==> images/logic_types.png <==
(2 px per um)
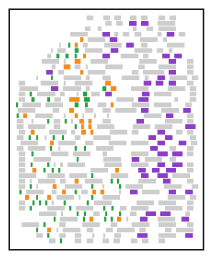
==> images/clk_routes.png <==
(4 px per um)
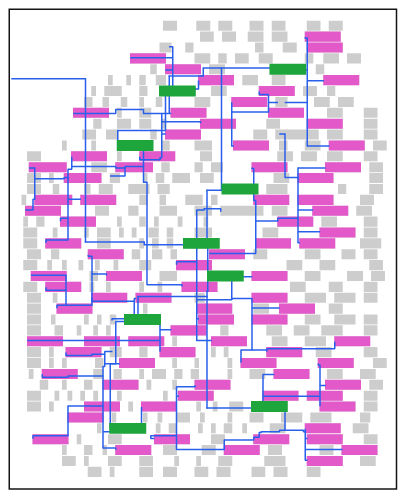
==> images/wires.png <==
(2 px per um)
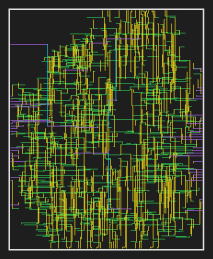
==> images/layer_met3.png <==
(4 px per um)
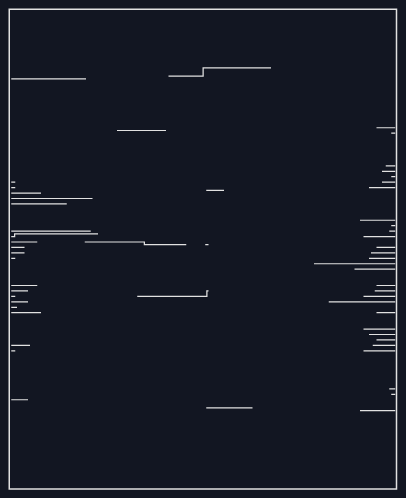
==> images/clocks.png <==
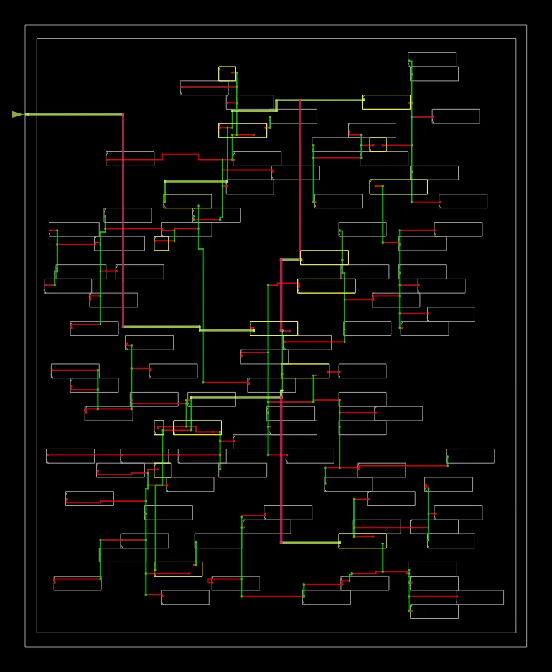
==> src/rtl/mem_bridge_pkg.sv <==
// Shared types and constants for the 8-bit external SRAM bridge.
package mem_bridge_pkg;

    localparam int unsigned WAIT_CTR_W = 4;
    localparam int unsigned BYTE_W     = 8;
    localparam int unsigned DATA_W     = 16;

    // Value of ext_addr[0] for each byte lane
    localparam logic LANE_LO = 1'b0;
    localparam logic LANE_HI = 1'b1;

    typedef enum logic [1:0] {
        S_IDLE = 2'd0,
        S_LO   = 2'd1,
        S_HI   = 2'd2,
        S_DONE = 2'd3
    } state_e;

    // Request fields still needed after capture (be0 only steers the first phase)
    typedef struct packed {
        logic              wr;
        logic              be1;
        logic [DATA_W-1:0] data;
    } req_t;

endpackage

==> src/rtl/mem_bridge_wait_ctr.sv <==
// Strobe wait-state counter: load at phase start, count down to zero, optional ext_rdy stall.
// Optional feature: MEM_BRIDGE_EXT_RDY_EN adds the ext_rdy_i stall input.
module mem_bridge_wait_ctr
    import mem_bridge_pkg::*;
#(
    parameter int unsigned WAIT_STATES = 1
) (
    input  logic clk,
    input  logic rst_n,
    input  logic load_i,
    input  logic dec_i,
`ifdef MEM_BRIDGE_EXT_RDY_EN
    input  logic ext_rdy_i,
`endif
    output logic zero_o,
    output logic done_c
);

    logic [WAIT_CTR_W-1:0] count_q, count_d;
    logic                  zero_q;

    // Saturating down-counter; zero flag registered alongside the count
    always_comb begin
        count_d = count_q;
        if (load_i) begin
            count_d = WAIT_CTR_W'(WAIT_STATES);
        end else if (dec_i && (count_q != '0)) begin
            count_d = count_q - WAIT_CTR_W'(1);
        end
    end

    always_ff @(posedge clk or negedge rst_n) begin
        if (!rst_n) begin
            count_q <= '0;
            zero_q  <= 1'b1;
        end else begin
            count_q <= count_d;
            zero_q  <= (count_d == '0);
        end
    end

    assign zero_o = zero_q;

`ifdef MEM_BRIDGE_EXT_RDY_EN
    assign done_c = zero_q & ext_rdy_i;
`else
    assign done_c = zero_q;
`endif

endmodule

==> src/rtl/mem_bridge_8b.sv <==
// LSU 16-bit byte-enabled request -> one or two byte phases on an 8-bit async SRAM bus.
// Optional feature: MEM_BRIDGE_EXT_RDY_EN adds the ext_rdy input to stretch strobe phases.
module mem_bridge_8b
    import mem_bridge_pkg::*;
#(
    parameter int unsigned WAIT_STATES = 1,
    parameter int unsigned ADDR_W      = 16
) (
    input  logic              clk,
    input  logic              a_rst,
    input  logic              mem_assert,
    input  logic [ADDR_W-1:0] mem_addr,
    input  logic [DATA_W-1:0] mem_data,
    input  logic              mem_cmd,
    input  logic              be0,
    input  logic              be1,
    output logic              mem_rdy,
    output logic [DATA_W-1:0] rd_data,
    output logic [ADDR_W-1:0] ext_addr,
    output logic [BYTE_W-1:0] ext_dout,
    input  logic [BYTE_W-1:0] ext_din,
`ifdef MEM_BRIDGE_EXT_RDY_EN
    input  logic              ext_rdy,
`endif
    output logic              ext_cs_n,
    output logic              ext_oe_n,
    output logic              ext_we_n
);

    state_e            state_q, state_d;
    logic              setup_q, setup_d;
    logic [ADDR_W-2:0] word_q, word_d;
    req_t              req_q, req_d;
    logic              mem_rdy_q, mem_rdy_d;
    logic [DATA_W-1:0] rd_data_q, rd_data_d;
    logic [ADDR_W-1:0] ext_addr_q, ext_addr_d;
    logic [BYTE_W-1:0] ext_dout_q, ext_dout_d;
    logic              cs_n_q, cs_n_d, oe_n_q, oe_n_d, we_n_q, we_n_d;
    logic              ctr_load, ctr_dec, ctr_zero, ctr_done_c;
    logic              phase_d, strobe_d;
    logic              unused_addr_lsb;

    // Lane is chosen by the byte enables, not by the request address LSB
    assign unused_addr_lsb = mem_addr[0];

    mem_bridge_wait_ctr #(
        .WAIT_STATES(WAIT_STATES)
    ) u_wait_ctr (
        .clk      (clk),
        .rst_n    (a_rst),
        .load_i   (ctr_load),
        .dec_i    (ctr_dec),
`ifdef MEM_BRIDGE_EXT_RDY_EN
        .ext_rdy_i(ext_rdy),
`endif
        .zero_o   (ctr_zero),
        .done_c   (ctr_done_c)
    );

    always_comb begin
        state_d    = state_q;
        setup_d    = setup_q;
        word_d     = word_q;
        req_d      = req_q;
        rd_data_d  = rd_data_q;
        ext_addr_d = ext_addr_q;
        ext_dout_d = ext_dout_q;
        ctr_dec    = 1'b0;

        case (state_q)
            S_IDLE: begin
                if (mem_assert) begin
                    word_d   = mem_addr[ADDR_W-1:1];
                    req_d.wr   = mem_cmd;
                    req_d.be1  = be1;
                    req_d.data = mem_data;
                    if (!mem_cmd) begin
                        rd_data_d = '0;
                    end
                    state_d = be0 ? S_LO : (be1 ? S_HI : S_DONE);
                    setup_d = be0 | be1;
                end
            end
            S_LO, S_HI: begin
                if (setup_q) begin
                    setup_d = 1'b0;
                end else begin
                    ctr_dec = 1'b1;
                    if (ctr_done_c) begin
                        if (!req_q.wr) begin
                            if (state_q == S_LO) begin
                                rd_data_d[BYTE_W-1:0] = ext_din;
                            end else begin
                                rd_data_d[DATA_W-1:BYTE_W] = ext_din;
                            end
                        end
                        if ((state_q == S_LO) && req_q.be1) begin
                            state_d = S_HI;
                            setup_d = 1'b1;
                        end else begin
                            state_d = S_DONE;
                        end
                    end
                end
            end
            S_DONE:  state_d = S_IDLE;
            default: state_d = S_IDLE;
        endcase

        // Outputs are computed from the next state so they register in step with it
        phase_d  = (state_d == S_LO) || (state_d == S_HI);
        strobe_d = phase_d && !setup_d;
        ctr_load = setup_d;
        if (phase_d) begin
            ext_addr_d = {word_d, (state_d == S_HI) ? LANE_HI : LANE_LO};
            ext_dout_d = (state_d == S_HI) ? req_d.data[DATA_W-1:BYTE_W] : req_d.data[BYTE_W-1:0];
        end
        cs_n_d    = !strobe_d;
        oe_n_d    = !(strobe_d && !req_d.wr);
        we_n_d    = !(strobe_d && req_d.wr);
        mem_rdy_d = (state_d == S_DONE);
    end

    always_ff @(posedge clk or negedge a_rst) begin
        if (!a_rst) begin
            state_q    <= S_IDLE;
            setup_q    <= 1'b0;
            word_q     <= '0;
            req_q      <= '0;
            mem_rdy_q  <= 1'b0;
            rd_data_q  <= '0;
            ext_addr_q <= '0;
            ext_dout_q <= '0;
            cs_n_q     <= 1'b1;
            oe_n_q     <= 1'b1;
            we_n_q     <= 1'b1;
        end else begin
            state_q    <= state_d;
            setup_q    <= setup_d;
            word_q     <= word_d;
            req_q      <= req_d;
            mem_rdy_q  <= mem_rdy_d;
            rd_data_q  <= rd_data_d;
            ext_addr_q <= ext_addr_d;
            ext_dout_q <= ext_dout_d;
            cs_n_q     <= cs_n_d;
            oe_n_q     <= oe_n_d;
            we_n_q     <= we_n_d;
        end
    end

    assign mem_rdy  = mem_rdy_q;
    assign rd_data  = rd_data_q;
    assign ext_addr = ext_addr_q;
    assign ext_dout = ext_dout_q;
    assign ext_cs_n = cs_n_q;
    assign ext_oe_n = oe_n_q;
    assign ext_we_n = we_n_q;

    // ctr_zero is available for debug visibility; phase end uses ctr_done_c
    logic unused_ctr_zero;
    assign unused_ctr_zero = ctr_zero;

endmodule

==> config.mk <==
export PLATFORM = sky130hd
export DESIGN_NAME = mem_bridge_8b
export DESIGN_NICKNAME = d
export VERILOG_FILES = /design/src/rtl/mem_bridge_pkg.sv /design/src/rtl/mem_bridge_wait_ctr.sv /design/src/rtl/mem_bridge_8b.sv
export SDC_FILE = /design/constraint.sdc
export NUM_CORES = 1
export LEC_CHECK = 0
export CELL_PAD_IN_SITES_DETAIL_PLACEMENT = 2
export CELL_PAD_IN_SITES_GLOBAL_PLACEMENT = 2
export CORE_ASPECT_RATIO = 1.25
export CORE_MARGIN = 2
export CORE_UTILIZATION = 34
export CTS_BUF_LIST = sky130_fd_sc_hd__clkbuf_8 sky130_fd_sc_hd__clkbuf_16
export DETAILED_ROUTE_END_ITERATION = 12
export GPL_ROUTABILITY_DRIVEN = 0
export PLACE_DENSITY = 0.92
export SLEW_MARGIN = 5
export SYNTH_ARGS = -nofsm -noshare
export SYNTH_HDL_FRONTEND = slang
export SYNTH_SLANG_ARGS = --single-unit
==> constraint.sdc <==
create_clock -name clk -period 5.9 [get_ports clk]
set_input_delay 1.475 -clock clk [delete_from_list [all_inputs] [get_ports clk]]
set_output_delay 1.475 -clock clk [all_outputs]
set_load 0.01 [all_outputs]
==> impl_metrics.env <==
# yosys + openroad results
export IMPL_status="finished clean"
export IMPL_edf_count=0
export IMPL_final_nets=441
export IMPL_worstSkewPairLatency_ns=0.34
export IMPL_r2r_end="ext_addr[4]"
export IMPL_crit_required_ns=6.15
export IMPL_grt_overflow=0
export IMPL_worst_pin_slew_ns=1.08
export IMPL_buffers=89
export IMPL_final_fill_count=1065
export IMPL_fp_util_pct=34.5
export IMPL_worstPathMaxFanout=25
export IMPL_tool_warnings=32
export IMPL_mostFrequentLayoutCells="87 x clkdlybuf4s50_1, 81 x dfrtp_1, 54 x nand2_1"
export IMPL_fmax_mhz=252
export IMPL_finalPower_uw=3070
export IMPL_swShare_pct=35.5
export IMPL_p_switching_uw=1090
export IMPL_die_y_um=120
export IMPL_final_antenna_net_count=0
export IMPL_die_w_um=96.4
export IMPL_biggestCellCategory="registers"
export IMPL_num_rows=42
export IMPL_reg2reg_slack_ns=2.65
export IMPL_p_leak_uw=0.00218
export IMPL_slew_viol_final=0
export IMPL_post_cts_resized=0
export IMPL_drc=0
export IMPL_power_top_group="combinational logic"
export IMPL_yosysSeqAreaShare_pct=58.7
export IMPL_top_register="req_q"
About logic_types.png:
legend:
  green:
    family: nand cells
    cells: 64
    most_used: nand2_1
  orange:
    family: aoi and oai cells
    cells: 33
    most_used: a31oi_1
  purple:
    family: mux cells
    cells: 52
    most_used: mux2_2
combinational share of cell area: 28.3%
Top cell excl fill/tap: clkdlybuf4s50_1
Layout Cells excl Fill: 524

About clk_routes.png:
legend:
  magenta:
    item: flip-flops
    count: 85
  blue:
    item: clock wires
    length: 1160 um
  green:
    item: clock drivers
    count: 9
routed clock nets: 10

About wires.png:
legend:
  cyan:
    layer: metal 4
    wire_length: 113 um
  green:
    layer: metal 1
    wire_length: 3850 um
  yellow:
    layer: metal 2
    wire_length: 4890 um
  purple:
    layer: metal 3
    wire_length: 409 um

About layer_met3.png:
nets with wire on the layer: 51
wire length on this layer: 409 um
share of all routed wire: 4.4%
longest straight run: 20.7 um
main direction: horizontal
detailed-route wire length: 9.26 mm
global routing usage on met3: 4.96%
Vias: 2576

About clocks.png:
skew final: 0.00773 ns
Num CTS Buffers: 9
CTS Sinks: 85
layout clock buffer count: 9

